<file path="src/rtl/sine_sched_pkg.sv">
// Shared types and constants for the sine channel scheduler.
//   state_e  : round sequencing states
//   MIDSCALE : sample value reported for a disabled channel (unsigned zero level)
//   SAMPLE_W : generator sample width
//   OFFSET_W : phase offset width
package sine_sched_pkg;

  typedef enum logic [1:0] {
    IDLE  = 2'd0,
    ISSUE = 2'd1,
    DRAIN = 2'd2
  } state_e;

  localparam int SAMPLE_W = 12;
  localparam int OFFSET_W = 10;
  localparam logic [SAMPLE_W-1:0] MIDSCALE = 12'd2048;

endpackage

</file>
<file path="src/rtl/sine_sched_tagpipe.sv">
// Tag delay line matching the shared generator latency. A tag entering in
// cycle c leaves GEN_LAT cycles later, alongside the generator's sample.
//   clk         : clock
//   clr_i       : synchronous clear (empties the line)
//   tag_valid_i : tag present
//   tag_ch_i    : channel the tag belongs to
//   tag_en_i    : channel enable at issue time
//   tag_valid_o / tag_ch_o / tag_en_o : tag leaving the line
module sine_sched_tagpipe #(
  parameter int GEN_LAT = 3,
  parameter int CH_W    = 2
) (
  input  logic            clk,
  input  logic            clr_i,
  input  logic            tag_valid_i,
  input  logic [CH_W-1:0] tag_ch_i,
  input  logic            tag_en_i,
  output logic            tag_valid_o,
  output logic [CH_W-1:0] tag_ch_o,
  output logic            tag_en_o
);

  logic [GEN_LAT-1:0] valid_q;
  logic [GEN_LAT-1:0] en_q;
  logic [CH_W-1:0]    ch_q [GEN_LAT];

  always_ff @(posedge clk) begin
    if (clr_i) begin
      valid_q <= '0;
      en_q    <= '0;
      for (int i = 0; i < GEN_LAT; i++) ch_q[i] <= '0;
    end else begin
      valid_q[0] <= tag_valid_i;
      en_q[0]    <= tag_en_i;
      ch_q[0]    <= tag_ch_i;
      for (int i = 1; i < GEN_LAT; i++) begin
        valid_q[i] <= valid_q[i-1];
        en_q[i]    <= en_q[i-1];
        ch_q[i]    <= ch_q[i-1];
      end
    end
  end

  assign tag_valid_o = valid_q[GEN_LAT-1];
  assign tag_en_o    = en_q[GEN_LAT-1];
  assign tag_ch_o    = ch_q[GEN_LAT-1];

endmodule

</file>
<file path="src/rtl/sine_channel_scheduler.sv">
// Time-multiplexes one shared sine generator across NUM_CH channels.
// Holds per-channel accumulators/config, issues one phase per channel per
// sample tick, and captures the returned samples per channel.
//   clk, rst_n                : clock, synchronous active-low reset
//   sample_tick               : request one round
//   cfg_valid/ready, cfg_*    : per-channel config write port
//   gen_phase, gen_offset     : to the generator (registered)
//   gen_sine                  : from the generator, GEN_LAT after gen_phase
//   ch_sample, ch_valid       : per-channel captured samples and update pulses
//   round_done                : pulse with the last channel's update
//   overrun                   : sticky, tick seen while a round was running
//
// state | meaning
// IDLE  | waiting for sample_tick, config port open
// ISSUE | presenting channel ch_idx_q on gen_phase
// DRAIN | waiting for the last tag to leave the delay line
module sine_channel_scheduler
  import sine_sched_pkg::*;
#(
  parameter int NUM_CH  = 4,
  parameter int ACC_W   = 32,
  parameter int GEN_LAT = 3
) (
  input  logic                         clk,
  input  logic                         rst_n,
  input  logic                         sample_tick,
  input  logic                         cfg_valid,
  output logic                         cfg_ready,
  input  logic [$clog2(NUM_CH)-1:0]    cfg_ch,
  input  logic [ACC_W-1:0]             cfg_tuning,
  input  logic [OFFSET_W-1:0]          cfg_offset,
  input  logic                         cfg_enable,
  output logic [SAMPLE_W-1:0]          gen_phase,
  output logic [OFFSET_W-1:0]          gen_offset,
  input  logic [SAMPLE_W-1:0]          gen_sine,
  output logic [NUM_CH*SAMPLE_W-1:0]   ch_sample,
  output logic [NUM_CH-1:0]            ch_valid,
  output logic                         round_done,
  output logic                         overrun
);

  localparam int CH_W = $clog2(NUM_CH);
  localparam logic [CH_W-1:0] LAST_CH = CH_W'(NUM_CH - 1);

  state_e                state_q;
  logic [CH_W-1:0]       ch_idx_q;
  logic [ACC_W-1:0]      acc_q     [NUM_CH];
  logic [ACC_W-1:0]      tuning_q  [NUM_CH];
  logic [OFFSET_W-1:0]   offset_q  [NUM_CH];
  logic [NUM_CH-1:0]     enable_q;
  logic [SAMPLE_W-1:0]   sample_q  [NUM_CH];
  logic [SAMPLE_W-1:0]   gen_phase_q;
  logic [OFFSET_W-1:0]   gen_offset_q;
  logic [NUM_CH-1:0]     ch_valid_q;
  logic                  round_done_q;
  logic                  overrun_q;
  logic                  tag_valid_q;
  logic [CH_W-1:0]       tag_ch_q;
  logic                  tag_en_q;

  logic                  cfg_fire;
  logic                  issue_en;
  logic [CH_W-1:0]       issue_ch;
  logic                  cfg_hit;
  logic [ACC_W-1:0]      tuning_eff;
  logic [OFFSET_W-1:0]   offset_eff;
  logic                  enable_eff;
  logic [ACC_W-1:0]      acc_d;
  logic                  pipe_valid;
  logic [CH_W-1:0]       pipe_ch;
  logic                  pipe_en;

  assign cfg_ready = rst_n & (state_q == IDLE);
  assign cfg_fire  = cfg_valid & cfg_ready;

  // Channel k is registered onto gen_phase at the edge before its ISSUE
  // cycle, so channel 0 issues on the tick edge itself.
  always_comb begin
    issue_en = 1'b0;
    issue_ch = '0;
    case (state_q)
      IDLE:    issue_en = sample_tick;
      ISSUE: begin
        issue_en = (ch_idx_q != LAST_CH);
        issue_ch = ch_idx_q + 1'b1;
      end
      default: ;
    endcase
  end

  // A config write landing with the tick must already steer this round.
  always_comb begin
    cfg_hit    = cfg_fire && (cfg_ch == issue_ch);
    tuning_eff = cfg_hit ? cfg_tuning : tuning_q[issue_ch];
    offset_eff = cfg_hit ? cfg_offset : offset_q[issue_ch];
    enable_eff = cfg_hit ? cfg_enable : enable_q[issue_ch];
    acc_d      = enable_eff ? acc_q[issue_ch] + tuning_eff : '0;
  end

  sine_sched_tagpipe #(
    .GEN_LAT (GEN_LAT),
    .CH_W    (CH_W)
  ) u_tagpipe (
    .clk         (clk),
    .clr_i       (~rst_n),
    .tag_valid_i (tag_valid_q),
    .tag_ch_i    (tag_ch_q),
    .tag_en_i    (tag_en_q),
    .tag_valid_o (pipe_valid),
    .tag_ch_o    (pipe_ch),
    .tag_en_o    (pipe_en)
  );

  always_ff @(posedge clk) begin
    if (!rst_n) begin
      state_q      <= IDLE;
      ch_idx_q     <= '0;
      enable_q     <= '0;
      gen_phase_q  <= '0;
      gen_offset_q <= '0;
      ch_valid_q   <= '0;
      round_done_q <= 1'b0;
      overrun_q    <= 1'b0;
      tag_valid_q  <= 1'b0;
      tag_ch_q     <= '0;
      tag_en_q     <= 1'b0;
      for (int k = 0; k < NUM_CH; k++) begin
        acc_q[k]    <= '0;
        tuning_q[k] <= '0;
        offset_q[k] <= '0;
        sample_q[k] <= MIDSCALE;
      end
    end else begin
      ch_valid_q   <= '0;
      round_done_q <= 1'b0;

      if (cfg_fire) begin
        tuning_q[cfg_ch] <= cfg_tuning;
        offset_q[cfg_ch] <= cfg_offset;
        enable_q[cfg_ch] <= cfg_enable;
      end

      if (issue_en) begin
        gen_phase_q     <= acc_q[issue_ch][ACC_W-1 -: SAMPLE_W];
        gen_offset_q    <= offset_eff;
        acc_q[issue_ch] <= acc_d;
      end
      tag_valid_q <= issue_en;
      tag_ch_q    <= issue_ch;
      tag_en_q    <= enable_eff;

      if (pipe_valid) begin
        sample_q[pipe_ch]   <= pipe_en ? gen_sine : MIDSCALE;
        ch_valid_q[pipe_ch] <= 1'b1;
        round_done_q        <= (pipe_ch == LAST_CH);
      end

      if (sample_tick && state_q != IDLE) overrun_q <= 1'b1;

      case (state_q)
        IDLE: if (sample_tick) begin
          state_q  <= ISSUE;
          ch_idx_q <= '0;
        end
        ISSUE: begin
          if (ch_idx_q == LAST_CH) state_q <= DRAIN;
          else                     ch_idx_q <= ch_idx_q + 1'b1;
        end
        // round_done_q marks the final capture; leave on the following edge.
        DRAIN: if (round_done_q) state_q <= IDLE;
        default: state_q <= IDLE;
      endcase
    end
  end

  assign gen_phase  = gen_phase_q;
  assign gen_offset = gen_offset_q;
  assign ch_valid   = ch_valid_q;
  assign round_done = round_done_q;
  assign overrun    = overrun_q;

  for (genvar k = 0; k < NUM_CH; k++) begin : g_out
    assign ch_sample[k*SAMPLE_W +: SAMPLE_W] = sample_q[k];
  end

endmodule
</file>
<file path="config.mk">
export PLATFORM = sky130hd
export DESIGN_NAME = sine_channel_scheduler
export DESIGN_NICKNAME = d
export VERILOG_FILES = /design/src/rtl/sine_sched_pkg.sv /design/src/rtl/sine_sched_tagpipe.sv /design/src/rtl/sine_channel_scheduler.sv
export SDC_FILE = /design/constraint.sdc
export NUM_CORES = 1
export LEC_CHECK = 0
export ABC_CLOCK_PERIOD_IN_PS = 5050
export CAP_MARGIN = 20
export CORE_MARGIN = 2
export CORE_UTILIZATION = 53
export DETAILED_ROUTE_END_ITERATION = 8
export GPL_ROUTABILITY_DRIVEN = 0
export PLACE_DENSITY_LB_ADDON = 0.12
export SYNTH_ARGS = -nofsm -noshare
export SYNTH_HDL_FRONTEND = slang
export SYNTH_HIERARCHICAL = 1
export SYNTH_SLANG_ARGS = --single-unit
export TNS_END_PERCENT = 10
</file>
<file path="constraint.sdc">
create_clock -name clk -period 5.05 [get_ports clk]
set_clock_uncertainty 0.1 [all_clocks]
set_input_delay 0.7575 -clock clk [delete_from_list [all_inputs] [get_ports clk]]
set_output_delay 0.7575 -clock clk [all_outputs]
set_load 0.05 [all_outputs]
</file>
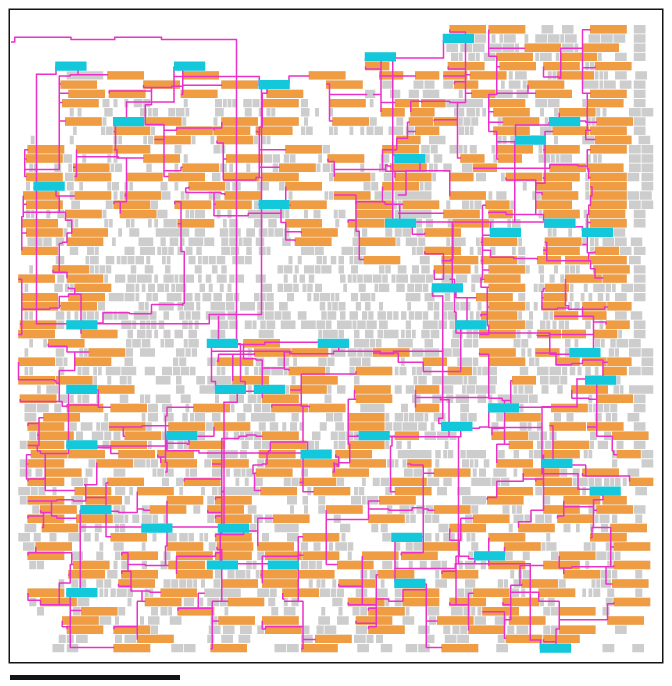
Fig. 1. Clock wires, drivers and flops (run 1).
Bar = 50 um.
- magenta: clock wires (length 4690 um)
- cyan: clock-net drivers (count 43)
- orange: flip-flops (count 395)
- flops lie: all over the die

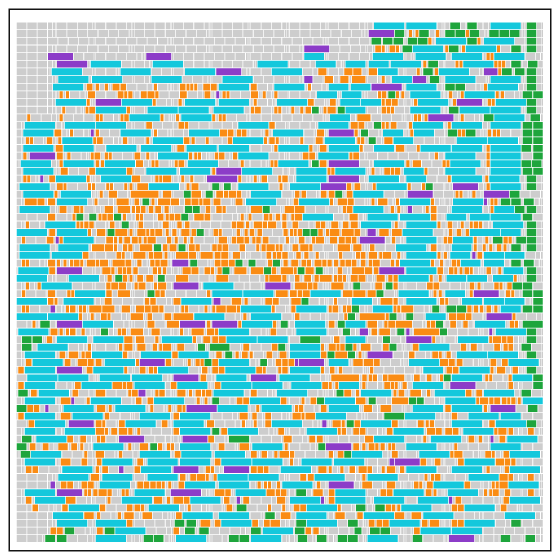
Fig. 2. Cell classes on the final placement (run 1).
Fill, decap, tap and diode cells in gray.
- purple: clock drivers and dummy loads (cells 80; share of their area 6.8%)
- cyan: registers (cells 395; share of their area 52%)
- green: remaining buffers and delay cells (cells 219; share of their area 9.4%)
- orange: remaining logic cells (cells 1199; share of their area 32%)
final instance area: 22400 um2
final core utilization: 0.647
Core ar.: 34600 um2

==> CHANGELOG.md, run 1 <==
### Implementation results

* Slowest cell on crit path: dfxtp_1
* Critical Path RT at 5.29 ns
* Post-synth top area cell: edfxtp_1
* And-or/or-and share of the synthesized area at 0.106
* Chip Width at between 150 and 200 um
* TritonCTS clock tree: done
* IO Pins at around 140
* Hold Startpoint: u_tagpipe/ch_q[0][2]$_SDFF_PP0_
* Max cap viols at 0
* Peak VDD IR at 0.270 mV
* First-pass GRT wire length at 76200 um
* Crit Path Class: reg -> reg
* Critical-path cell list: nor2b_1, nand2_2, buf_4, nand2_1, a31oi_1, a21o_1, ha_1, buf_4, and4_1, buf_4, nand2_1, nor3_1, o211ai_1, a31oi_1, nor3_1, buf_4, nor3_1
* Most frequent logic cell in the layout: edfxtp_1
* Post-synth top flop: edfxtp_1
* Arrival time worst endpoint at roughly 4.9 ns
* Flops after synth at 395
* Die Y at 192 um
* Vias in the first global route at 13500
* CTS resizes at 0
* Yosys warns at 6
* Largest net degree at the start of global routing at around 47
* Layout cells sized above 1 at 0.114
* Top logic cells by instance count in the layout: edfxtp_1, nand2_1, nor2_1
* Pre-antenna DRT Iters at 5
* Worst min-delay path category: reg -> reg
* Status: complete, no violations
* R2R setup slack at 0.39 ns
* Reg2reg start: state_q[0]$_SDFFE_PN0P_
* Minimum clock period after layout at approximately 4.7 ns
* Fin crit share at 0.922
* Post-synth ARST share at 0
* Yosys xor share at 0.00889
* Post-CTS setup buffers at 0
* Buffers on Ports at between 100 and 150
* CTS Buffer Depth at 3
* Netlist cell types at 74
* Clock sinks at 395
* # Cells Yosys at 1713
* Synth Seq Share at 0.606
* Final WL at slightly below 50000 um
* R2r endpoint: acc_q[0][28]$_SDFFCE_PN0P_
* CP most frequent cell: buf_4
* Max frequency at roughly 210 MHz
* Crit path max fanout at 17
* Final setup fails at 0
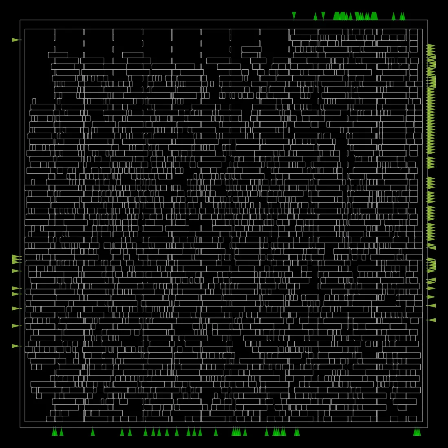
Fig. 3. Placement view (run 1).
sequential cell area share: 0.507
filler cell count: 2703
FP Rows: 68

run 1: report_power, final:
group / leakage (nW) / switching, mW / internal [mW] / total (mW)
clock network: 0.719 / 1.28 / 1.99 / 3.28
registers: 3.98 / 0.0481 / 3.71 / 3.76
logic: 3.98 / 1.03 / 0.581 / 1.61
run 1: final cells by class:
| type | count | area share |
|---|---|---|
| sequential | 395 | 0.507 |
| clock inverter | 26 | 0.0145 |
| clock buffer | 54 | 0.0517 |
| timing repair buffer | 219 | 0.0914 |
| tap | 455 | 0.0254 |
| multi-input combinational | 1159 | 0.304 |
| inverter | 40 | 0.00670 |
run 1: sequential cells by signal (all words and copies together) (netlist names):
name               count
acc_q                128
tuning_q             128
sample_q              48
offset_q              40
gen_phase             12
gen_offset            10
u_tagpipe/ch_q         6
ch_valid               4
enable_q               4
u_tagpipe/en_q         3
u_tagpipe/valid_q      3
ch_idx_q               2
state_q                2
tag_ch_q               2
overrun                1
tag_en_q               1
tag_valid_q            1
run 1: per-layer routing:
metal / global-route usage / share of wire
met5: 0 / 0
met4: 0.0928 / 0.033
met3: 0.0320 / 0.071
met2: 0.440 / 0.47
met1: 0.377 / 0.43
run 1: Yosys cell counts (24+ instances only):
cell,count
a21oi_1,61
and2_1,90
mux2i_1,37
a31o_2,26
nand3_1,39
nor2_1,163
inv_1,39
nor2b_1,27
dfxtp_1,51
a31oi_1,40
edfxtp_1,344
nand2_1,272
o21ai_0,44
a211oi_1,27
nor3_1,37
and3_1,87
clkbuf_1,94
o22ai_1,24
ha_1,32
run 1: how the worst max path moves through the flow:
| stage | startpoint | endpoint | slack, ns | cells past startpoint |
|---|---|---|---|---|
| floorplan | rst_n | offset_q[2][0]$_SDFFCE_PN0P_ | 0.06 | 5 |
| global placement | rst_n | acc_q[0][26]$_SDFFCE_PN0P_ | 0.14 | 15 |
| detailed placement | rst_n | acc_q[0][26]$_SDFFCE_PN0P_ | 0.06 | 15 |
| CTS | state_q[0]$_SDFFE_PN0P_ | acc_q[0][26]$_SDFFCE_PN0P_ | 0.49 | 14 |
| global route | state_q[0]$_SDFFE_PN0P_ | acc_q[0][26]$_SDFFCE_PN0P_ | 0.15 | 14 |
| finish | state_q[0]$_SDFFE_PN0P_ | acc_q[0][28]$_SDFFCE_PN0P_ | 0.39 | 17 |
run 1: cell families after synthesis:
group / Yosys count
buffers and inverters: 159
xor gates and xnor gates: 19
AOI/OAI and AO/OA: 293
DFF: 395
adders and majority gates: 33
and+or+nand+nor: 776
muxes: 38
run 1: through the flow:
| step | cell area, um2 | util | hold WS [ns] |
|---|---|---|---|
| floorplan | 18700 | - | 0.315 |
| CTS | 22400 | 0.647 | 0.343 |
| global placement | 20900 | 0.604 | 0.317 |
| finish | 22400 | 0.647 | 0.332 |
| global route | 22400 | 0.647 | 0.347 |
| detailed placement | 20900 | 0.604 | 0.325 |
--- run 2 (diff from run 1) ---
Settings changed: REMOVE_ABC_BUFFERS from default to 1, SETUP_SLACK_MARGIN from default to 0.3.
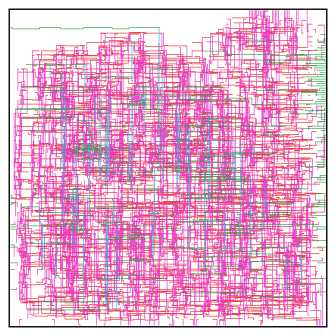
Fig. 4. Metal layers overlaid (run 2).
- magenta: M2 (wire length 24.1 mm)
- cyan: M4 (wire length 1760 um)
- red: M1 (wire length 20.9 mm)
- green: M3 (wire length 3580 um)

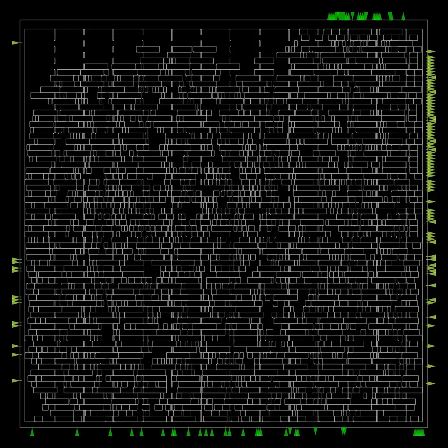
Fig. 5. Placement view (run 2).
final std cells w/o fill: 2330
flip-flops: 395
# Taps: 455
sequential cell area share: 0.512

==> CHANGELOG.md, run 2 <==
### Implementation results

* Netlist cell types at 74 (unchanged)
* Yosys warns at 6 (unchanged)
* Vias in the first global route at 13800 (+2.5%)
* Final instance area at 22200 um2 (-0.99%)
* Critical Path RT at 5.22 ns (-0.07 ns)
* Worst path depth at 16 (-1)
* Hold Startpoint: tag_en_q$_SDFF_PN0_
* Flops after synth at 395 (unchanged)
* Final core utilization at 0.641 (-0.00643)
* Critical-path cell list: ha_4, and3b_2, buf_12, nand2_1, a31oi_1, a21o_1, ha_1, inv_1, fa_1, nor2b_1, o211ai_1, a21o_1, a2111oi_4, a21boi_0, mux2i_1, nor3_1
* Top sig layer: met4
* R2R setup slack at 0.48 ns (+0.09 ns)
* Max frequency at 219 MHz (+1.9%)
* First-pass GRT wire length at 77700 um (+2.0%)
* Top logic cells by instance count in the layout: edfxtp_1, nand2_1, nor2_1
* Regs by FF count: acc_q: 128 flops, tuning_q: 128 flops, sample_q: 48 flops
* Chip Width at 192 um (unchanged)
* Met2 routed WL at 24100 um (+4.8%)
* Reg2reg start: ch_idx_q[1]$_SDFFE_PN0P_
* Hold slack at 0.339 ns (+0.00660 ns)
* IO Pins at 138 (unchanged)
* Commonest cells post-synth: edfxtp_1, nand2_1, nor2_1
* Most frequent logic cell in the layout: edfxtp_1
* Top-count cell post-synth: edfxtp_1
* Core ar. at 34600 um2 (unchanged)
* Final setup fails at 0 (unchanged)
* Post-synth ARST share at 0 (unchanged)
* Minimum clock period after layout at 4.57 ns (-0.0850 ns)
* R2r endpoint: acc_q[1][26]$_SDFFCE_PN0P_
* Yosys xor share at 0.00889 (unchanged)
* Die Y at 192 um (unchanged)
* CP most frequent cell: a21o_1
* Synth Seq Share at 0.606 (unchanged)
* Clock sinks at 395 (unchanged)
* Arrival time worst endpoint at 4.74 ns (-0.16 ns)
* Fin crit share at 0.905 (-0.0168)
* And-or/or-and share of the synthesized area at 0.106 (unchanged)
* Max cap viols at 0 (unchanged)
* Status: complete, no violations
* CTS Buffer Depth at 3 (unchanged)
## run 2: cell counts after synthesis
Identical to the previous run, type by type.
## run 2: metrics by stage
| stage | instances | worst slack (ns) |
|---|---|---|
| final | 2330 | 0.478 |
| after global routing | 2330 | 0.205 |
| after CTS | 2330 | 0.275 |
| after detailed placement | 2256 | 0.0417 |
| after global placement | 2256 | 0.0994 |
| after floorplan | 1594 | -4.74 |
## run 2: kinds of logic after synthesis
| group | Yosys count |
|---|---|
| and+or+nand+nor | 776 |
| DFF | 395 |
| AOI/OAI and AO/OA | 293 |
| buffers and inverters | 159 |
| muxes | 38 |
| adders and majority gates | 33 |
| xor gates and xnor gates | 19 |
## run 2: power breakdown
part           internal [mW]  total [mW]  switching, mW
combinational          0.567        1.62           1.05
clock                   1.72        2.95           1.23
sequential              3.71        3.76         0.0480
## run 2: how the worst max path moves through the flow
stage,from,endpoint,slack (ns)
after floorplan,rst_n,acc_q[2][26]$_SDFFCE_PN0P_,-4.74
after CTS,state_q[0]$_SDFFE_PN0P_,acc_q[3][25]$_DFFE_PP_,0.28
after detailed placement,rst_n,acc_q[1][20]$_SDFFCE_PN0P_,0.04
after global placement,rst_n,acc_q[2][20]$_SDFFCE_PN0P_,0.1
final,ch_idx_q[1]$_SDFFE_PN0P_,acc_q[1][26]$_SDFFCE_PN0P_,0.48
after global routing,ch_idx_q[1]$_SDFFE_PN0P_,acc_q[0][26]$_SDFFCE_PN0P_,0.20
## run 2: routing by layer
| metal | global-route usage | vias up |
|---|---|---|
| met1 | 0.368 | 6736 |
| met5 | 0 | - |
| li1 | - | 6454 |
| met3 | 0.0402 | 118 |
| met2 | 0.463 | 562 |
| met4 | 0.106 | 0 |
## run 2: area by class of cell
type                    instances  area [um2]
clock inverters                14         128
inverters                      40         150
repair buffers                207        1980
well taps                     455         569
fillers                      2780       12400
multi-input cells            1159        6830
clock buffers                  60        1170
flip-flops and latches        395       11400
## run 2: worst reg2reg max path, delay by kind of cell (launching register included)
kind	cells	cell delay [ns]
compound gates	6	1.45
buf+inv	2	0.32
mux	1	0.39
simple gates	4	0.69
flops	1	0.34
fa+ha+maj	3	0.99
## run 2: timing repair
| action | in CTS | in global routing |
|---|---|---|
| buffers inserted | 0 | 0 |
| hold endpoints to repair | 0 | 0 |
| pin swaps | 0 | 0 |
| resized | 1 | 6 |
| setup endpoints to repair | 8 | 52 |
Fig. 6: run 2, clock wires, drivers and flops
Bar = 50 um.
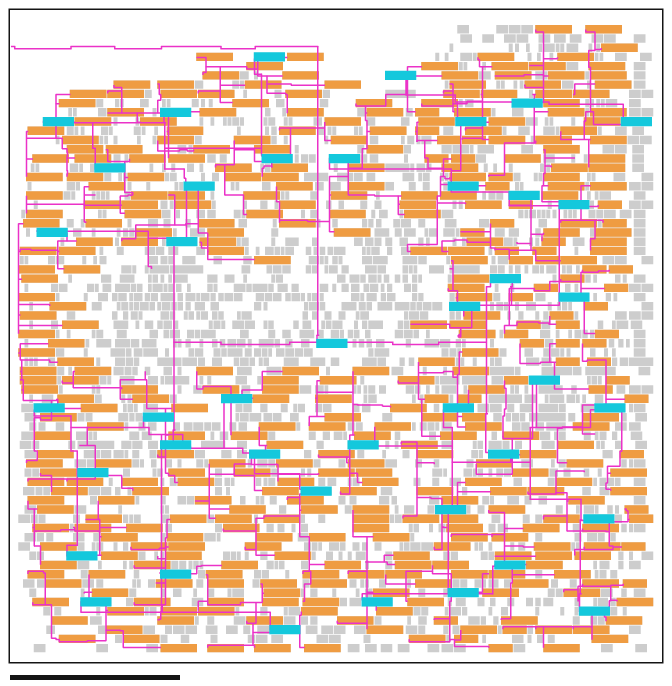

--- run 3 (diff from run 2) ---
Settings changed: CORE_ASPECT_RATIO from default to 1.75.
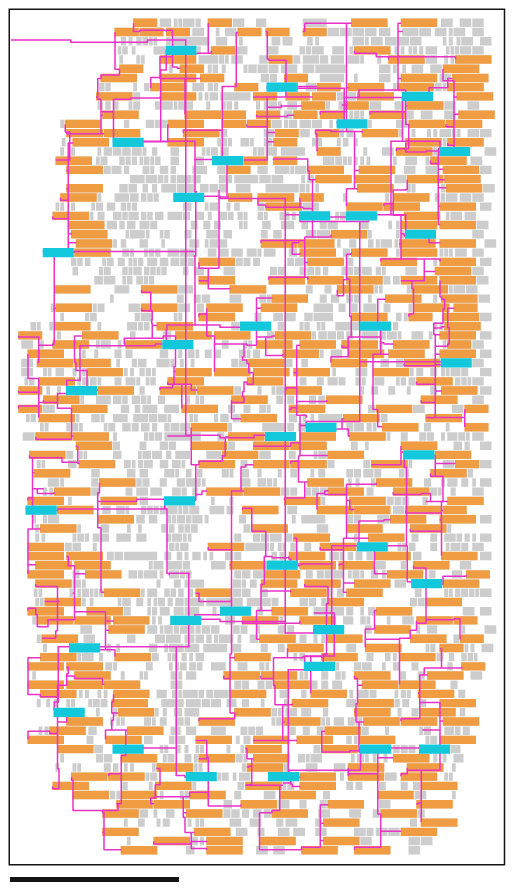
Fig. 7. Clock wires, drivers and flops (run 3).
Bar = 50 um.
- cyan: clock-net drivers (count 36)
- magenta: clock wires (length 4650 um)
- orange: flip-flops (count 395)
- routed clock nets: 37
later-pin clock latency in the skew report: 0.54 ns
clock power share: 0.339
clock-net power: 2.76 mW

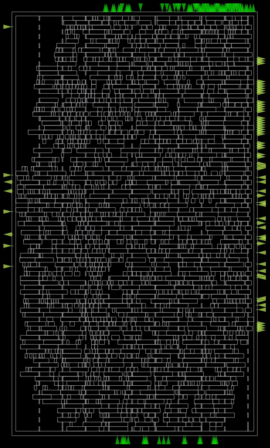
Fig. 8. Placement view (run 3).
# Taps: 465
FP Rows: 91

==> CHANGELOG.md, run 3 <==
### Implementation results

* Switching portion of total power at 0.285 (+0.00529)
* Synth Seq Share at 0.606 (unchanged)
* Fin crit share at 0.916 (+0.0103)
* Die Y at 253 um (+32%)
* Logic area at 6830 um2 (unchanged)
* Filler cell count at 2864 (+3.0%)
* Status: complete, no violations
* First-pass GRT wire length at 80000 um (+2.9%)
* Clock sinks at 395 (unchanged)
* IO Pins at 138 (unchanged)
* Final std cells w/o fill at 2332 (+0.086%)
* CP most frequent cell: a21o_1
* Dpl cells at 2265 (+0.40%)
* Arrival time worst endpoint at 4.77 ns (+0.03 ns)
* Combinational group share of total power at 0.199 (+0.005)
* Core ar. at 35100 um2 (+1.3%)
* Netlist cell types at 74 (unchanged)
* Seq pwr share at 0.461 (+0.009)
* Critical-path cell list: ha_4, and3b_2, nand2_1, o22ai_1, a31oi_1, a21o_1, ha_1, inv_1, fa_1, nor2b_1, o211ai_1, a21o_1, a2111oi_4, a21boi_0, mux2i_1, nor3_1
* Regs by FF count: acc_q: 128 flops, tuning_q: 128 flops, sample_q: 48 flops
* Internal power at 5.82 mW (-2.9%)
* Top-count cell post-synth: edfxtp_1
* Setup slack after layout at 0.426 ns (-0.0519 ns)
* CTS Buffer Depth at 3 (unchanged)
* Max cap viols at 0 (unchanged)
* P_sw at 2.32 mW (-0.36%)
* Hold slack at 0.341 ns (+0.00186 ns)
* Flop area at 11400 um2 (unchanged)
* Post-place setup slack at -0.0613 ns (-0.103 ns)
* Final core utilization at 0.630 (-0.0103)
* Final setup fails at 0 (unchanged)
* Commonest cells post-synth: edfxtp_1, nand2_1, nor2_1
* Vias in the first global route at 14000 (+1.6%)
==> run 3: netlist changes by cell type in the layout (fill, tap and decap cells not counted), sizes merged <==
cell and delta:
bufinv +1, clkbuf -12, clkinvlp +1, inv +2
==> run 3: power by group through the flow <==
stage	sequential (mW)	clock (mW)	combinational [mW]
after floorplan	3.93	0	0.896
after global placement	3.82	0	1.57
after detailed placement	3.83	0	1.59
after CTS	3.75	2.79	1.60
after global routing	3.77	2.91	1.74
final	3.75	2.76	1.62
==> run 3: per-stage QoR <==
step           power [mW]  setup TNS (ns)
3_3_place_gp         5.39               0
3_5_place_dp         5.41          -0.178
5_1_grt              8.42               0
6_report             8.14               0
2_1_floorplan        4.82        -1326.12
4_1_cts              8.14               0
==> run 3: kinds of logic after synthesis <==
logic type,share of synthesized area
AND-OR/OR-AND,0.106
XOR/XNOR,0.00889
adder cells (fa/ha/maj),0.0224
buffers and inverters,0.0348
flip-flops,0.606
multiplexers,0.0204
AND/OR/NAND/NOR,0.201
==> run 3: timing repair <==
item,in CTS,in global routing
buffers inserted,0,0
gates resized,0,6
hold buffers,0,0
setup endpoints to repair,0,45
==> run 3: final timing paths <==
kind                                                         to  depth (start not counted)                startpoint  slack (ns)
worst min-delay path            u_tagpipe/ch_q[0][0]$_SDFF_PP0_                          1    tag_ch_q[0]$_SDFF_PN0_        0.34
worst min register to register  u_tagpipe/ch_q[0][0]$_SDFF_PP0_                          1    tag_ch_q[0]$_SDFF_PN0_        0.34
worst max-delay path                 acc_q[1][26]$_SDFFCE_PN0P_                         16  ch_idx_q[0]$_SDFFE_PN0P_        0.43
worst max register to register       acc_q[1][26]$_SDFFCE_PN0P_                         16  ch_idx_q[0]$_SDFFE_PN0P_        0.43
==> run 3: per-layer routing <==
metal | routed length, um | share of wire | up-vias | track usage
met3 | 3010 | 0.057 | 154 | 0.0399
met4 | 2540 | 0.048 | 0 | 0.136
met1 | 19100 | 0.36 | 6796 | 0.322
met5 | 0 | 0 | - | 0
li1 | - | - | 6420 | -
met2 | 28100 | 0.53 | 538 | 0.518
==> run 3: final cells by class <==
class                   count  area share
multi-input cells        1159       0.309
repair buffers            207      0.0915
flip-flops and latches    395       0.514
clock inverters            18     0.00775
well taps                 465      0.0263
clock buffers              48      0.0451
inverters                  40     0.00679
No activity file was given, so power comes from the tool's default toggle rates.
